===== src/rtl/nn_seq_tester.sv =====
// Exhaustive 16-vector tester for a 4-input complex gate, w = ~((c|d) & (~d | (a&b))).
// Optional build macro NN_TESTER_HALT_ON_FAIL_EN: stop at the first mismatching vector.
module nn_seq_tester #(
  parameter int SETTLE_CYCLES = 4
) (
  input  logic       clk,
  input  logic       rst,
  input  logic       start,
  input  logic       dut_w,
  output logic       a,
  output logic       b,
  output logic       c,
  output logic       d,
  output logic       busy,
  output logic       done,
  output logic       pass,
  output logic [4:0] err_count,
  output logic [3:0] fail_vec
);

  // state  | meaning
  // IDLE   | waiting for start after reset
  // SETTLE | vector applied, waiting SETTLE_CYCLES for the gate to settle
  // SAMPLE | one cycle: compare dut_w against the golden value
  // DONE   | run finished, results held until the next start
  typedef enum logic [1:0] {IDLE, SETTLE, SAMPLE, DONE} state_t;

  localparam logic [3:0] SETTLE_LAST = 4'(SETTLE_CYCLES - 1);

  state_t     state;
  logic [3:0] vec;
  logic [3:0] cnt;
  logic       exp_w;
  logic       miss;
  logic       last_vec;

  assign a = vec[3];
  assign b = vec[2];
  assign c = vec[1];
  assign d = vec[0];

  assign exp_w = ~((vec[1] | vec[0]) & (~vec[0] | (vec[3] & vec[2])));
  assign pass  = done & (err_count == 5'd0);

  // Defaults to a miss so an X/Z on dut_w counts as an error in simulation.
  always_comb begin
    miss = 1'b1;
    if (dut_w == exp_w) miss = 1'b0;
  end

`ifdef NN_TESTER_HALT_ON_FAIL_EN
  assign last_vec = miss | (vec == 4'd15);
`else
  assign last_vec = (vec == 4'd15);
`endif

  always_ff @(posedge clk) begin
    if (rst) begin
      state     <= IDLE;
      vec       <= '0;
      cnt       <= '0;
      err_count <= '0;
      fail_vec  <= '0;
      busy      <= 1'b0;
      done      <= 1'b0;
    end else begin
      case (state)
        IDLE, DONE: begin
          if (start) begin
            vec       <= '0;
            cnt       <= '0;
            err_count <= '0;
            fail_vec  <= '0;
            busy      <= 1'b1;
            done      <= 1'b0;
            state     <= SETTLE;
          end
        end
        SETTLE: begin
          cnt <= cnt + 4'd1;
          if (cnt == SETTLE_LAST) state <= SAMPLE;
        end
        SAMPLE: begin
          if (miss) begin
            err_count <= err_count + 5'd1;
            if (err_count == 5'd0) fail_vec <= vec;
          end
          if (last_vec) begin
            busy  <= 1'b0;
            done  <= 1'b1;
            state <= DONE;
          end else begin
            vec   <= vec + 4'd1;
            cnt   <= '0;
            state <= SETTLE;
          end
        end
        default: state <= IDLE;
      endcase
    end
  end

endmodule


===== config.mk =====
export PLATFORM = sky130hd
export DESIGN_NAME = nn_seq_tester
export DESIGN_NICKNAME = d
export VERILOG_FILES = /design/src/rtl/nn_seq_tester.sv
export SDC_FILE = /design/constraint.sdc
export NUM_CORES = 1
export LEC_CHECK = 0
export ABC_AREA = 0
export CORE_MARGIN = 5
export CORE_UTILIZATION = 47
export CTS_CLUSTER_SIZE = 8
export DETAILED_ROUTE_END_ITERATION = 10
export PLACE_DENSITY = 0.71
export SYNTH_ARGS = -nofsm -noshare
export SYNTH_HDL_FRONTEND = slang
export SYNTH_SLANG_ARGS = --single-unit

===== constraint.sdc =====
create_clock -name clk -period 1.8 [get_ports clk]
set_clock_uncertainty 0.05 [all_clocks]
set_input_delay 0.45 -clock clk [delete_from_list [all_inputs] [get_ports clk]]
set_output_delay 0.45 -clock clk [all_outputs]
set_load 0.005 [all_outputs]

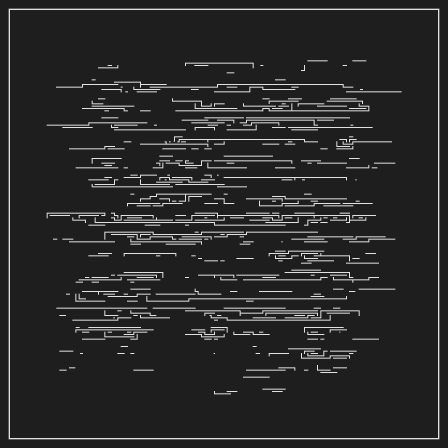
Fig. 1. Metal 1 (run 1).
main direction: horizontal
wire length on this layer: 1370 um
longest straight run: 22.5 um
Routed WL: 2.971 mm
met1 capacity usage during global routing: 21.78%
vias: 1188

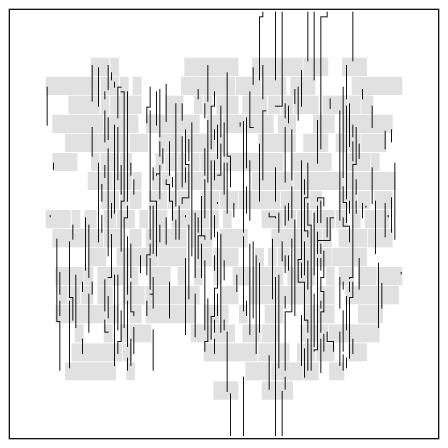
Fig. 2. M2 wires (run 1).
Cells faint in the background.
share of all routed wire: 49%
longest straight run: 22.6 um
main direction: vertical
met2 GRT Util: 28.40%

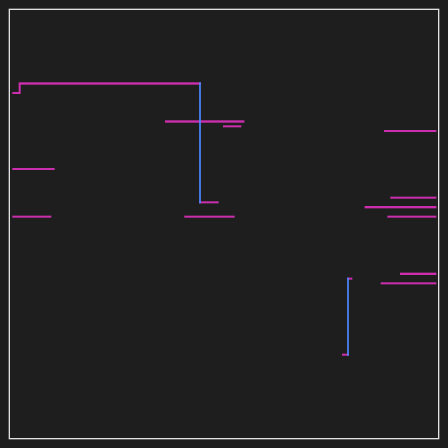
Fig. 3. Metal layers overlaid (run 1).
Two of the layers only.
legend:
  met4:
    color: blue
    wire_length: 27.9 um
  met3:
    color: magenta
    wire_length: 105 um
wire length per cell: 13.63 um
GRT Util Overall: 16.66%

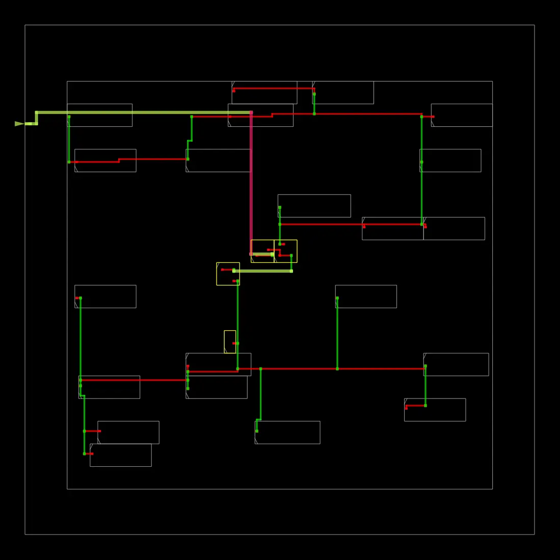
Fig. 4. The clock network (run 1).
TritonCTS buffer count: 3
clock buf count: 4
flip-flops: 21
clk sinks: 21

==> results.txt, run 1 <==
outcome = finished, violations left
failing checks = negative setup slack
Avg Cell Area, Syn = 8.310 um2
Initial DRT Pass Iterations = 4
Dominant Register Cell = dfxtp_1
Worst setup SP type = flip-flop
MaxCap Viol Count = 0
clock share of power = 20.7%
FF-to-FF path depth = 9
worst vdd ir = 0.5113 mV
n_taps = 30
Synth Cell Area = 1230 um2
CTS tree = built
Top cell excl fill/tap = buf_4
total grt overflow = 0
Chip Width = 61.16 um
antenna viol nets, final = 0
Cell Chain, Critical Path = inv_2, ha_4, or4b_4, nor2_1, buf_2
yosys aoi share = 20.24%
vias in the first global route = 1087
Top cell area share = 34.18%
Power Sequential = 0.492 mW
final core area utilization = 69.22%
Worst setup endpoint = pass
Layout Cell Area excl Fill = 1730 um2
mux frac, synth = 6.816%
# DRC = 0
layout cells sized above 1 = 29.79%
placed inst area = 1594 um2
stage-log warning count = 31
worst setup path startpoint = err_count[0]$_SDFFE_PP0P_
die area = 3740 um2
DR iter-0 viols = 95
Sequential Power Share = 44.9%
Yosys warning count = 0
# diodes = 0
M1 WL = 1.368 mm
yosys cell count = 148
pre-placement core utilization = 49.20%
gp weighted congestion = 0.8196
largest combinational cell category by area = simple AND/OR/NAND/NOR gates
DP Cell Count = 212
Register Area = 432.9 um2
worst-skew pair later-pin latency = 0.29 ns
vias per cell = 5.450
CTS Root Buffer Type = clkbuf_4
Sum Neg Setup Slack = -0.4036 ns
Non-clock buffering overhead = 21.19%
top cells by area, synth = dfxtp_1 (34%), ha_1 (7.1%), a21oi_1 (6.1%)
most used routing layer = met2
Reg-to-Reg Start = err_count[0]$_SDFFE_PP0P_
max_slew headroom = 74.85%
Setup Viol. Count Final = 5
Logic area = 837.1 um2
Post-CTS Setup Bufs = 1
Post-synth EDFFs = 0
Die Ht = 61.16 um
first-pass GRT wire length = 4.754 mm
most frequent cells after synthesis = dfxtp_1 (21), nand2_1 (16), nor2_1 (16)
Switch Pwr = 0.3555 mW
Area growth syn-to-layout = 40.69%
met2 wire len = 1.470 mm
Seq/Total Area, Yosys = 34.18%
final worst slack = -0.1888 ns
Sw Share = 32.50%
core box area = 2500 um2
Leading cell kind = combinational gates
post-layout min period = 1.989 ns
post-synthesis adder-cell area fraction = 7.121%
initial antenna violation count = 0
nets@finish = 200
final std cells w/o fill = 218
Final period util = 110.5%
H-Tree Depth = 1
Synth Instances = 148
Rows = 18
Port Buf Inserts = 19
Post-synth regs = 21
number of flip-flops in the largest register = 5
min-delay src = cnt[2]$_SDFFE_PP0P_
clk buf depth = 2
Clock transition at path regs = 0.12 ns
Top power group = sequential cells
Simple Share, Synth = 25.84%
Least-Margin Pin Slew = 0.3773 ns
distinct lib cells = 43
Logic power comb = 0.375 mW
comb_multi_in = 113
inverters = 8
Internal = 0.7383 mW
Fin. Hold Viols = 0
top logic cells by instance count in the layout = buf_4 (22), nand2_1 (16), clkdlybuf4s50_1 (16)
post-cts sizing count = 14
Top reg by flops = err_count
Logic pwr share = 34.3%
worst-path maximum fanout = 2
CP Capture Type = output port
RR Endpoint = fail_vec[1]$_SDFFE_PP0P_
Buf/Inv on CP = 2
Comb area share = 48.37%
Hold Crit Depth = 2
f_max = 0.5028 GHz
Worst path max stage delay = 0.45 ns
Seq area share = 25.02%
unrepaired setup endpoints after global routing = yes
largest net degree at the start of global routing = 16
met3 usage = 3.145%
worst hold path class = reg2reg
pre-CTS WS = -0.2711 ns
Max Used Layer = met4
routed wl met3 = 105 um
Yosys top cell by area = dfxtp_1
Req. time, crit path = 1.30 ns
Top delay family on crit path = simple AND/OR/NAND/NOR gates
Hold Crit Endpoint = cnt[2]$_SDFFE_PP0P_
critical path depth in cells = 5
--- run 2 (diff from run 1) ---
- MAX_ROUTING_LAYER: not set -> met4
==> results.txt, run 2 <==
met3 usage = 3.145% (unchanged)
yosys aoi share = 20.24% (unchanged)
# DRC = 0 (unchanged)
distinct lib cells = 43 (unchanged)
MaxCap Viol Count = 0 (unchanged)
unrepaired setup endpoints after global routing = yes
met1 capacity usage during global routing = 21.78% (unchanged)
final std cells w/o fill = 218 (unchanged)
Switch Pwr = 0.3550 mW (-0.12%)
yosys cell count = 148 (unchanged)
outcome = finished, violations left
Comb area share = 48.37% (unchanged)
vias per cell = 5.445 (about the same)
final worst slack = -0.1888 ns (unchanged)
nets@finish = 200 (unchanged)
gp weighted congestion = 0.8318 (+1.5%)
Top cell area share = 34.18% (unchanged)
Simple Share, Synth = 25.84% (unchanged)
clock share of power = 20.7% (about the same)
Rows = 18 (unchanged)
worst hold path class = reg2reg
Avg Cell Area, Syn = 8.310 um2 (unchanged)
critical path depth in cells = 5 (unchanged)
top logic cells by instance count in the layout = buf_4 (22), nand2_1 (16), clkdlybuf4s50_1 (16)
Logic power comb = 0.375 mW (about the same)
Req. time, crit path = 1.30 ns (about the same)
initial antenna violation count = 0 (unchanged)
clk sinks = 21 (unchanged)
Top power group = sequential cells
Top cell excl fill/tap = buf_4
total grt overflow = 0 (unchanged)
comb_multi_in = 113 (unchanged)
Final period util = 110.5% (unchanged)
Synth Instances = 148 (unchanged)
met2 wire len = 1.469 mm (about the same)
final core area utilization = 69.22% (unchanged)
Port Buf Inserts = 19 (unchanged)
Post-synth EDFFs = 0 (unchanged)
top cells by area, synth = dfxtp_1 (34%), ha_1 (7.1%), a21oi_1 (6.1%)
Clock transition at path regs = 0.12 ns (about the same)
clock buf count = 4 (unchanged)
TritonCTS buffer count = 3 (unchanged)
post-synthesis adder-cell area fraction = 7.121% (unchanged)
Area growth syn-to-layout = 40.69% (unchanged)
Sw Share = 32.47% (about the same)
Seq/Total Area, Yosys = 34.18% (unchanged)
largest combinational cell category by area = simple AND/OR/NAND/NOR gates
max_slew headroom = 74.85% (unchanged)
core box area = 2500 um2 (unchanged)
inverters = 8 (unchanged)
Cell Chain, Critical Path = inv_2, ha_4, or4b_4, nor2_1, buf_2
Yosys warning count = 0 (unchanged)
FF-to-FF path depth = 9 (unchanged)
worst setup path startpoint = err_count[0]$_SDFFE_PP0P_
Max Used Layer = met4
Buf/Inv on CP = 2 (unchanged)
stage-log warning count = 31 (unchanged)
CTS Root Buffer Type = clkbuf_4
worst vdd ir = 0.5114 mV (about the same)
Dominant Register Cell = dfxtp_1
post-cts sizing count = 14 (unchanged)
routed wl met3 = 105 um (unchanged)
largest net degree at the start of global routing = 16 (unchanged)
Post-CTS Setup Bufs = 1 (unchanged)
Layout Cell Area excl Fill = 1730 um2 (unchanged)
failing checks = negative setup slack
flip-flops = 21 (unchanged)
most frequent cells after synthesis = dfxtp_1 (21), nand2_1 (16), nor2_1 (16)
DP Cell Count = 212 (unchanged)
# fillers = 219
Seq area share = 25.02% (unchanged)
Fin. Hold Viols = 0 (unchanged)
Leading cell kind = combinational gates
vias in the first global route = 1085 (-0.18%)
hold_ws = 0.4478 ns
Top delay family on crit path = simple AND/OR/NAND/NOR gates
number of flip-flops in the largest register = 5 (unchanged)
# diodes = 0 (unchanged)
Sum Neg Setup Slack = -0.3990 ns (+0.004684 ns)
DR iter-0 viols = 83 (-13%)
Non-clock buffering overhead = 21.19% (unchanged)
Least-Margin Pin Slew = 0.3773 ns (+0.0000004768 ns)
pre-placement core utilization = 49.20% (unchanged)
layout cells sized above 1 = 29.79% (unchanged)
Initial DRT Pass Iterations = 4 (unchanged)
antenna viol nets, final = 0 (unchanged)
clk buf depth = 2 (unchanged)
Yosys top cell by area = dfxtp_1
mux frac, synth = 6.816% (unchanged)
most frequent cell after synthesis = dfxtp_1
Register Area = 432.9 um2 (unchanged)
Hold Crit Endpoint = cnt[2]$_SDFFE_PP0P_
Logic pwr share = 34.3% (about the same)
post-layout min period = 1.989 ns (unchanged)
M1 WL = 1.366 mm (-0.15%)
Hold Crit Depth = 2 (unchanged)
placed inst area = 1594 um2 (unchanged)
Reg-to-Reg Start = err_count[0]$_SDFFE_PP0P_
Synth Cell Area = 1230 um2 (unchanged)
worst-path maximum fanout = 2 (unchanged)
Top reg by flops = err_count
pre-CTS WS = -0.2711 ns (unchanged)
Synth async-reset ratio = 0%
first-pass GRT wire length = 4.754 mm (unchanged)
Power Sequential = 0.492 mW (about the same)
H-Tree Depth = 1 (unchanged)
RR Endpoint = fail_vec[1]$_SDFFE_PP0P_
Worst setup endpoint = pass
Logic area = 837.1 um2 (unchanged)
CTS tree = built
f_max = 0.5028 GHz (unchanged)
die area = 3740 um2 (unchanged)
Post-synth regs = 21 (unchanged)
Setup Viol. Count Final = 5 (unchanged)
Worst path max stage delay = 0.45 ns (about the same)
n_taps = 30 (unchanged)
Worst setup SP type = flip-flop
most used routing layer = met2
Sequential Power Share = 45.0% (about the same)
Die Ht = 61.16 um (unchanged)
min-delay src = cnt[2]$_SDFFE_PP0P_
Internal = 0.7383 mW (about the same)
met2 GRT Util = 28.40% (unchanged)
CP Capture Type = output port
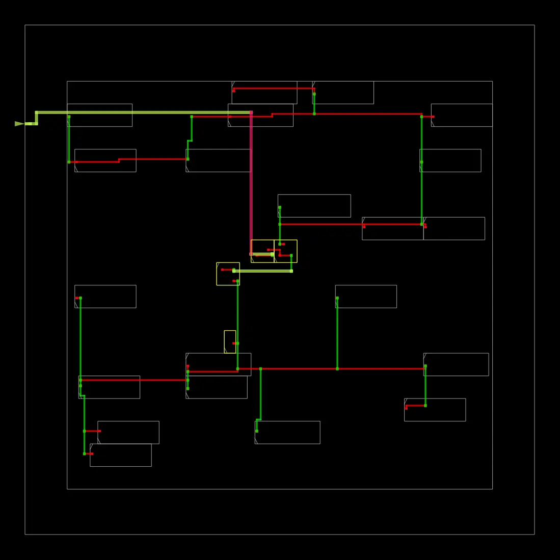
Fig. 5. The clock network (run 2).
worst-skew pair later-pin latency: 0.29 ns
Clock net power: 0.226 mW

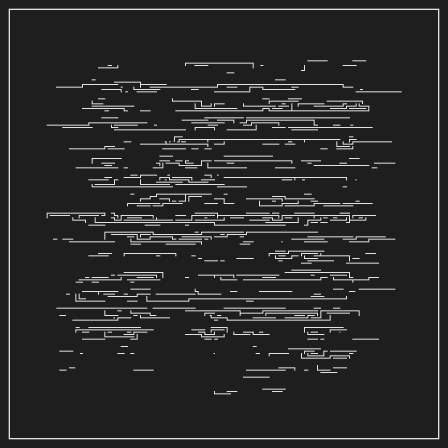
Fig. 6. Metal 1 (run 2).
longest straight run: 23.0 um
main direction: horizontal
Routed WL: 2.968 mm
vias: 1187

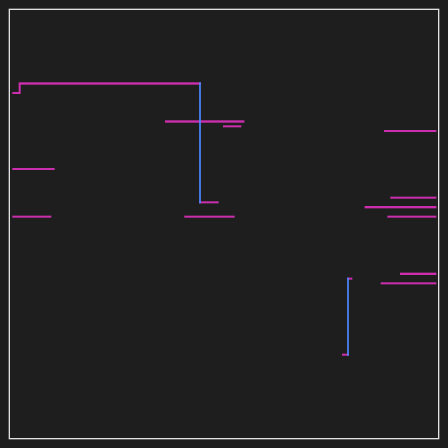
Fig. 7. Metal layers overlaid (run 2).
Two of the layers only.
legend:
  met4:
    color: blue
    wire_length: 27.9 um
  met3:
    color: magenta
    wire_length: 105 um
GRT Util Overall: 17.18%
wire length per cell: 13.61 um

--- run 3 (diff from run 2) ---
- ABC_AREA: 0 -> not set
- PLACE_DENSITY: 0.71 -> 0.74
==> results.txt, run 3 <==
final std cells w/o fill = 220 (+0.92%)
failing checks = negative setup slack
met2 wire len = 1.596 mm (+8.6%)
final core area utilization = 69.37% (+0.15 points)
Synth Cell Area = 1230 um2 (unchanged)
number of flip-flops in the largest register = 5 (unchanged)
Comb area share = 47.19% (-1.2 points)
Top reg by flops = err_count
final worst slack = -0.1959 ns (-0.007043 ns)
Top delay family on crit path = simple AND/OR/NAND/NOR gates
yosys aoi share = 20.24% (unchanged)
die area = 3740 um2 (unchanged)
worst-path maximum fanout = 2 (unchanged)
Top cell excl fill/tap = buf_4
Top cell area share = 34.18% (unchanged)
met1 capacity usage during global routing = 19.92% (-1.9 points)
most used routing layer = met2
Sequential Power Share = 44.1% (-0.9 points)
Cell Chain, Critical Path = inv_2, ha_4, or4b_4, nor2_4, buf_2
Initial DRT Pass Iterations = 4 (unchanged)
Layout Cell Area excl Fill = 1734 um2 (+0.22%)
clock share of power = 21.3% (+0.6 points)
pre-CTS WS = -0.2981 ns (-0.02698 ns)
critical path depth in cells = 5 (unchanged)
most frequent cell after synthesis = dfxtp_1
largest net degree at the start of global routing = 14 (-2)
# DRC = 0 (unchanged)
Max Used Layer = met4
worst-skew pair later-pin latency = 0.31 ns (+0.02 ns)
Non-clock buffering overhead = 22.22% (+1.0 points)
yosys cell count = 148 (unchanged)
Rows = 18 (unchanged)
Buf/Inv on CP = 2 (unchanged)
gp weighted congestion = 0.8300 (-0.22%)
antenna viol nets, final = 0 (unchanged)
comb_multi_in = 113 (unchanged)
Top power group = sequential cells
RR Endpoint = fail_vec[0]$_SDFFE_PP0P_
Seq/Total Area, Yosys = 34.18% (unchanged)
Internal = 0.7481 mW (+1.3%)
top cells by area, synth = dfxtp_1 (34%), ha_1 (7.1%), a21oi_1 (6.1%)
pre-placement core utilization = 49.20% (unchanged)
DP Cell Count = 216 (+1.9%)
routed wl met3 = 114 um (+8.6%)
flip-flops = 21 (unchanged)
synthesis area per yosys = 1230 um2
Logic power comb = 0.386 mW (+3%)
n_taps = 30 (unchanged)
top logic cells by instance count in the layout = buf_4 (25), nand2_1 (16), nor2_1 (14)
met3 usage = 2.725% (-0.42 points)
Die Ht = 61.16 um (unchanged)
vias per cell = 5.632 (+3.4%)
Avg Cell Area, Syn = 8.310 um2 (unchanged)
Reg-to-Reg Start = err_count[1]$_SDFFE_PP0P_
Logic area = 818.3 um2 (-2.2%)
Clock net power = 0.238 mW (+5%)
initial antenna violation count = 0 (unchanged)
Worst setup endpoint = pass
core box area = 2500 um2 (unchanged)
hold_ws = 0.4490 ns (+0.001184 ns)
Yosys top cell by area = dfxtp_1
worst setup path startpoint = err_count[1]$_SDFFE_PP0P_
worst vdd ir = 0.5748 mV (+12%)
Switch Pwr = 0.3673 mW (+3.5%)
Final period util = 110.9% (+0.39 points)
# diodes = 0 (unchanged)
Sum Neg Setup Slack = -0.1959 ns (+0.2031 ns)
f_max = 0.5010 GHz (-0.35%)
clock buf count = 3 (-1)
Fin. Hold Viols = 0 (unchanged)
min-delay src = cnt[1]$_SDFFE_PP0P_
worst hold path class = reg2reg
vias in the first global route = 1247 (+15%)
most frequent cells after synthesis = dfxtp_1 (21), nand2_1 (16), nor2_1 (16)
Logic pwr share = 34.6% (+0.3 points)
Setup Viol. Count Final = 1 (-4)
TritonCTS buffer count = 3 (unchanged)
Post-CTS Setup Bufs = 0 (-1)
Seq area share = 25.11% (+0.090 points)
mux frac, synth = 6.816% (unchanged)
CTS Root Buffer Type = clkbuf_4
Req. time, crit path = 1.30 ns (about the same)
layout cells sized above 1 = 32.11% (+2.3 points)
CP Capture Type = output port
Least-Margin Pin Slew = 0.3881 ns (+0.01087 ns)
Hold Crit Endpoint = cnt[1]$_SDFFE_PP0P_
CTS tree = built
post-synthesis adder-cell area fraction = 7.121% (unchanged)
Sw Share = 32.93% (+0.46 points)
total grt overflow = 0 (unchanged)
Synth Instances = 148 (unchanged)
post-cts sizing count = 17 (+3)
Post-synth EDFFs = 0 (unchanged)
clk buf depth = 2 (unchanged)
Yosys warning count = 0 (unchanged)
Pwr per Cell Area = 643.2 nW/um2
first-pass GRT wire length = 5.250 mm (+10%)
Post-synth regs = 21 (unchanged)
outcome = finished, violations left
Hold Crit Depth = 2 (unchanged)
Leading cell kind = combinational gates
# fillers = 193 (-12%)
DR iter-0 viols = 31 (-63%)
max_slew headroom = 74.12% (-0.72 points)
M1 WL = 1.320 mm (-3.4%)
Area growth syn-to-layout = 41.00%
Synth async-reset ratio = 0% (unchanged)
Simple Share, Synth = 25.84% (unchanged)
distinct lib cells = 43 (unchanged)
Chip Width = 61.16 um
Synth Net Count = 159
FF-to-FF path depth = 8 (-1)
Worst setup SP type = flip-flop
unrepaired setup endpoints after global routing = yes
largest combinational cell category by area = simple AND/OR/NAND/NOR gates
Register Area = 435.4 um2 (+0.58%)
inverters = 8 (unchanged)
stage-log warning count = 31 (unchanged)
Worst path max stage delay = 0.47 ns (+0.02 ns)
Port Buf Inserts = 19 (unchanged)
clk sinks = 21 (unchanged)
post-layout min period = 1.996 ns (+0.007043 ns)
H-Tree Depth = 1 (unchanged)
MaxCap Viol Count = 0 (unchanged)
placed inst area = 1624 um2 (+1.9%)
Power Sequential = 0.492 mW (about the same)
Dominant Register Cell = dfxtp_1
nets@finish = 202 (+1.0%)
Clock transition at path regs = 0.12 ns (about the same)
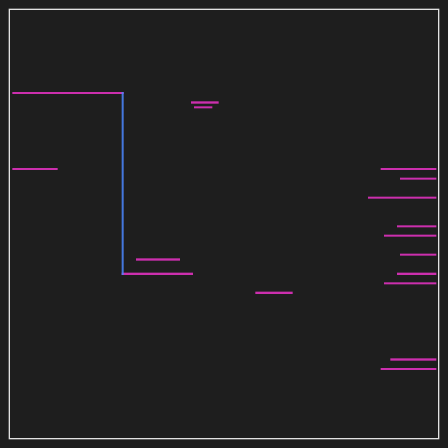
Fig. 8. Metal layers overlaid (run 3).
Two of the layers only.
legend:
  met4:
    color: blue
    wire_length: 25.8 um
  met3:
    color: magenta
    wire_length: 114 um
Routed WL: 3.057 mm
vias: 1239
wire length per cell: 13.90 um
GRT Util Overall: 18.80%

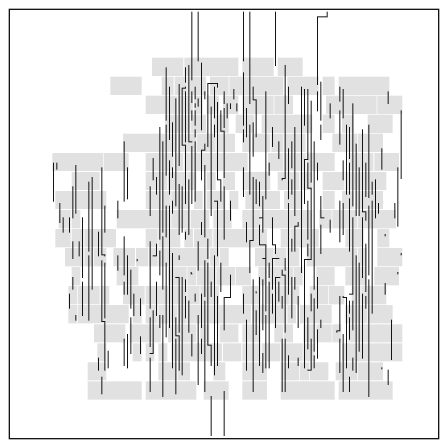
Fig. 9. M2 wires (run 3).
Cells faint in the background.
wire length on this layer: 1600 um
nets with wire on the layer: 179
longest straight run: 26.5 um
share of all routed wire: 52%
main direction: vertical
met2 GRT Util: 35.05%

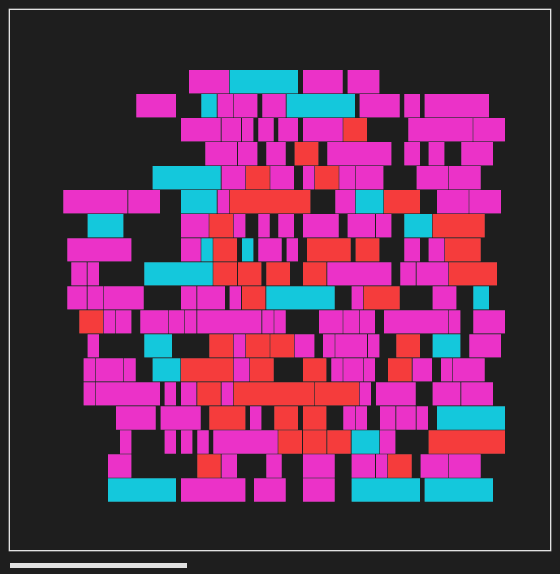
Fig. 10. Drive-strength map (run 3).
The bar under the picture is 20 um long.
legend:
  drive 3 to 4:
    color: red
    cells: 40
    share: 21%
  drive 1 or less:
    color: magenta
    cells: 129
    share: 68%
  drive 2:
    color: cyan
    cells: 21
    share: 11%
final worst slack: -0.1959 ns
Repair and plain buffers: 44

Power and IR drop assume default switching activity.
